File: config.mk
export PLATFORM = sky130hd
export DESIGN_NAME = uib_dma
export DESIGN_NICKNAME = d
export VERILOG_FILES = /design/src/rtl/uib_pkg.sv /design/src/rtl/uib_dma.sv
export SDC_FILE = /design/constraint.sdc
export NUM_CORES = 1
export LEC_CHECK = 0
export CAP_MARGIN = 5
export CORE_MARGIN = 2
export CORE_UTILIZATION = 48
export CTS_BUF_LIST = sky130_fd_sc_hd__clkbuf_8 sky130_fd_sc_hd__clkbuf_16
export CTS_CLUSTER_DIAMETER = 120
export DETAILED_ROUTE_END_ITERATION = 8
export GPL_TIMING_DRIVEN = 1
export PLACE_DENSITY = 0.92
export SLEW_MARGIN = 20
export SYNTH_ARGS = -nofsm -noshare
export SYNTH_HDL_FRONTEND = slang
export SYNTH_SLANG_ARGS = --single-unit
File: constraint.sdc
create_clock -name clk -period 2.5 [get_ports clk]
set_input_delay 0.5 -clock clk [delete_from_list [all_inputs] [get_ports clk]]
set_output_delay 0.5 -clock clk [all_outputs]
set_load 0.05 [all_outputs]
File: src/rtl/uib_pkg.sv
// Shared UIB definitions: lane-mode encodings, DMA FSM state type and word stride.
package uib_pkg;

    localparam logic [1:0] UIB_MODE_BYTE = 2'b00;
    localparam logic [1:0] UIB_MODE_HALF = 2'b01;
    localparam logic [1:0] UIB_MODE_WORD = 2'b10;

    localparam int unsigned UIB_WORD_STRIDE = 4;

    typedef enum logic [2:0] {
        DMA_IDLE = 3'd0,
        DMA_RD   = 3'd1,
        DMA_CAP  = 3'd2,
        DMA_WR   = 3'd3,
        DMA_FIN  = 3'd4
    } dma_state_t;

endpackage

File: src/rtl/uib_dma.sv
// UIB master word-copy DMA: read / capture / write per word, done pulse on completion.
// Optional macro UIB_DMA_FILL_EN adds a 1-word-per-cycle pattern fill mode.
module uib_dma
    import uib_pkg::*;
#(
    parameter int XLEN  = 32,
    parameter int LEN_W = 16
) (
    input  logic             clk,
    input  logic             rst,
    input  logic             start,
    input  logic [XLEN-1:0]  src_addr,
    input  logic [XLEN-1:0]  dst_addr,
    input  logic [LEN_W-1:0] len,
    input  logic             abort,
`ifdef UIB_DMA_FILL_EN
    input  logic             fill,
    input  logic [XLEN-1:0]  fill_pattern,
`endif
    output logic             busy,
    output logic             done,
    output logic             bus_req,
    output logic             bus_wen,
    output logic [XLEN-1:0]  bus_addr,
    output logic [1:0]       bus_mode,
    output logic [XLEN-1:0]  bus_dat_o,
    input  logic [XLEN-1:0]  bus_dat_i
);

    localparam logic [XLEN-1:0]  STRIDE = XLEN'(UIB_WORD_STRIDE);
    localparam logic [LEN_W-1:0] ONE    = LEN_W'(1);

    dma_state_t       state_q, state_d;
    logic [XLEN-1:0]  src_q, src_d;
    logic [XLEN-1:0]  dst_q, dst_d;
    logic [LEN_W-1:0] cnt_q, cnt_d;
    logic [XLEN-1:0]  data_q, data_d;
    logic             done_q, done_d;
`ifdef UIB_DMA_FILL_EN
    logic             fill_q, fill_d;
`endif

    always_ff @(posedge clk) begin
        if (rst) begin
            state_q <= DMA_IDLE;
            src_q   <= '0;
            dst_q   <= '0;
            cnt_q   <= '0;
            data_q  <= '0;
            done_q  <= 1'b0;
`ifdef UIB_DMA_FILL_EN
            fill_q  <= 1'b0;
`endif
        end else begin
            state_q <= state_d;
            src_q   <= src_d;
            dst_q   <= dst_d;
            cnt_q   <= cnt_d;
            data_q  <= data_d;
            done_q  <= done_d;
`ifdef UIB_DMA_FILL_EN
            fill_q  <= fill_d;
`endif
        end
    end

    always_comb begin
        state_d   = state_q;
        src_d     = src_q;
        dst_d     = dst_q;
        cnt_d     = cnt_q;
        data_d    = data_q;
`ifdef UIB_DMA_FILL_EN
        fill_d    = fill_q;
`endif
        bus_req   = 1'b0;
        bus_wen   = 1'b0;
        bus_addr  = '0;
        bus_dat_o = '0;

        unique case (state_q)
            DMA_IDLE: begin
                // start outranks abort here: abort only acts on an active transfer
                if (start) begin
                    src_d   = src_addr;
                    dst_d   = dst_addr;
                    cnt_d   = len;
                    state_d = DMA_RD;
`ifdef UIB_DMA_FILL_EN
                    fill_d = fill;
                    if (fill) begin
                        data_d  = fill_pattern;
                        state_d = DMA_WR;
                    end
`endif
                    if (len == '0) begin
                        state_d = DMA_FIN;
                    end
                end
            end
            DMA_RD: begin
                bus_req  = 1'b1;
                bus_addr = src_q;
                state_d  = abort ? DMA_IDLE : DMA_CAP;
            end
            DMA_CAP: begin
                data_d  = bus_dat_i;
                state_d = abort ? DMA_IDLE : DMA_WR;
            end
            DMA_WR: begin
                // The write strobe is already on the bus this cycle, so abort lets it finish.
                bus_req   = 1'b1;
                bus_wen   = 1'b1;
                bus_addr  = dst_q;
                bus_dat_o = data_q;
                src_d     = src_q + STRIDE;
                dst_d     = dst_q + STRIDE;
                cnt_d     = cnt_q - ONE;
                if (abort) begin
                    state_d = DMA_IDLE;
                end else if (cnt_q == ONE) begin
                    state_d = DMA_FIN;
                end else begin
`ifdef UIB_DMA_FILL_EN
                    state_d = fill_q ? DMA_WR : DMA_RD;
`else
                    state_d = DMA_RD;
`endif
                end
            end
            DMA_FIN: begin
                state_d = DMA_IDLE;
            end
            default: begin
                state_d = DMA_IDLE;
            end
        endcase
    end

    // done is registered one cycle behind FIN so it lands 3N+1 cycles after start.
    assign done_d   = (state_q == DMA_FIN);
    assign done     = done_q;
    assign busy     = (state_q != DMA_IDLE);
    assign bus_mode = UIB_MODE_WORD;

endmodule

**Congestion heat map**

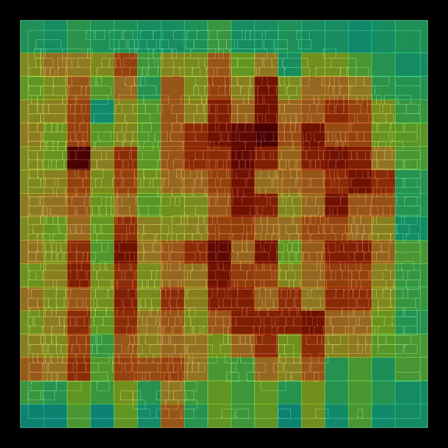
met2 usage: 0.512
Total GRT Usage: 0.310

**Sequential cells colored by netlist name**

Bar = 20 um. Other sequential cells in the stronger gray, the rest of the logic in the fainter gray.
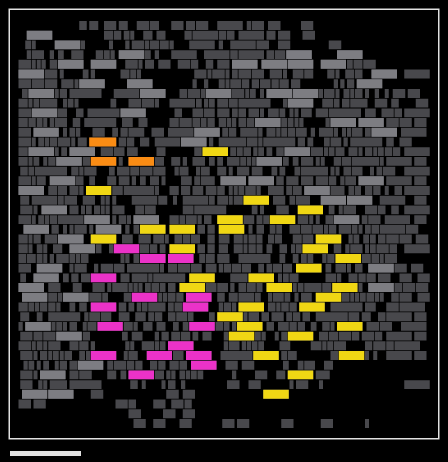
cnt_q: marked magenta, placed flops 16. state_q: marked orange, placed flops 3. src_q: marked yellow, placed flops 32.
Another 65 sequential cells are not colored.
Seq power: 2.15 mW
Seq area share: 0.248
FF/Latch Area: 0.00232 mm2
final core occ: 0.712

**Cell area per tile**

12 x 12 tiles, from black (low) to pale yellow (high), 0 to 100% covered.
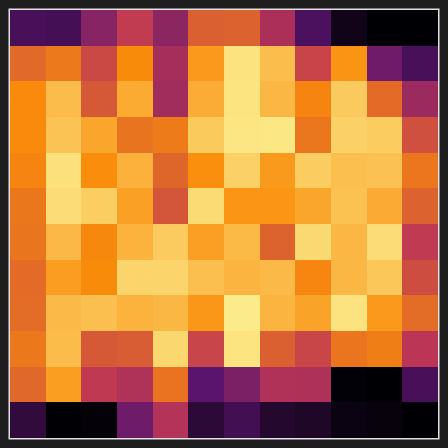
4.9% of the tiles are nearly empty. 45% of the tiles are over 75% full. The fullest tile reaches 96%. The emptiest ninth of the die: lower right. The mean over all tiles is 64%.
FP Util: 0.489
core box area: 0.0132 mm2

==> flow_metrics.tcl <==
# place-and-route summary
set metrics [dict create \
    status "completed" \
    postSynthSeqShare 0.360 \
    lay_top_count "nand2_1" \
    top_cell_area_share 0.360 \
    cts.path.max_buffers 2 \
    min-delay-start "rst" \
    fillers 939 \
    routed_wl_mm 21.9 \
    io_pins 186 \
    cts_buffers 17 \
    synth.area.mux_share 0.0547 \
    grt.overflow.total 0 \
    postRouteAntennaNets 0 \
    p_int_mw 3.90 \
    r2r_end "dst_q[31]" \
    clkbuf_count 24 \
    synthAoiAreaFrac 0.194 \
    tool_warnings 27 \
    p_per_area_mw_per_mm2 580 \
    drive_gt1_frac 0.171 \
    die_x_um 120 \
    port_buffers 183 \
    tightest_slew_ns 0.822 \
    cp.required_ns 2.00 \
    worst_setup_path_start_kind "flip-flop" \
    final_nets 1135 \
    end_kind "primary output" \
    holdPathStages 2 \
    clock-sinks 116 \
    rr_startpoint "dst_q[5]" \
    critical_path.max_stage_delay_ns 0.46 \
    logic_area_mm2 0.00392 \
    post-place-ws_ns 0.00366 \
    crit_top_cell "buf_4" \
    swShare 0.285 \
    vias_per_cell 6.08 \
    min_path_type "in2reg" \
    path_buffers 3 \
    drt_iter0_drc 837 \
    area_delta_synth_final_pct 45.5 \
    diodes 0 \
    grt_pass1_wl_mm 35.9 \
    ys_sh_simple 0.322 \
    common_cells "nand2_1, dfxtp_1, nor2_1" \
]
how the worst max path moves through the flow:
stage | end | from | cells past startpoint | slack, ns
6_report | bus_addr[2] | state_q[0] | 5 | 0.16
5_1_grt | bus_addr[2] | state_q[0] | 5 | 0.06
4_1_cts | bus_dat_o[3] | state_q[1] | 5 | 0.08
3_5_place_dp | dst_q[5] | start | 6 | 0.004
3_3_place_gp | dst_q[28] | start | 6 | 0.04
2_1_floorplan | bus_dat_o[28] | state_q[2] | 7 | 0.03
kinds of logic after synthesis:
group	count (synthesis)
DFF	116
other	2
xor gates and xnor gates	10
adders and majority gates	4
and+or+nand+nor	418
muxes	35
buffers and inverters	75
AOI/OAI and AO/OA	190
repair_timing:
action,in CTS,in global routing
buffers inserted,0,0
resized,0,1
setup endpoints to repair,0,3
state kept, by name, indices dropped and copies added (netlist names):
register	cells
cnt_q	16
src_q	32
data_q	32
done	1
state_q	3
dst_q	32
routing by layer:
layer | vias up | part of all wire | GRT usage
met4 | 0 | 0.039 | 0.146
li1 | 3426 | - | -
met3 | 69 | 0.11 | 0.0951
met2 | 441 | 0.47 | 0.512
met1 | 3387 | 0.38 | 0.366
met5 | - | 0 | 0
worst register-to-register path: cells and delay by family (launching register included):
| kind | cells | cell delay, ns |
|---|---|---|
| compound gates | 1 | 0.07 |
| xor+xnor | 1 | 0.16 |
| flops | 1 | 0.52 |
| simple gates | 3 | 1.36 |
per-stage QoR:
stage               hold WS, ns  area, um2  instances  utilization
CTS                       0.327       9380       1204        0.711
floorplan                 0.432       6530        850            -
global route              0.342       9390       1204        0.712
global placement          0.437       8830       1172        0.669
detailed placement        0.442       8830       1172        0.669
finish                    0.338       9390       1204        0.712
Power is estimated from default activity; no workload was simulated.
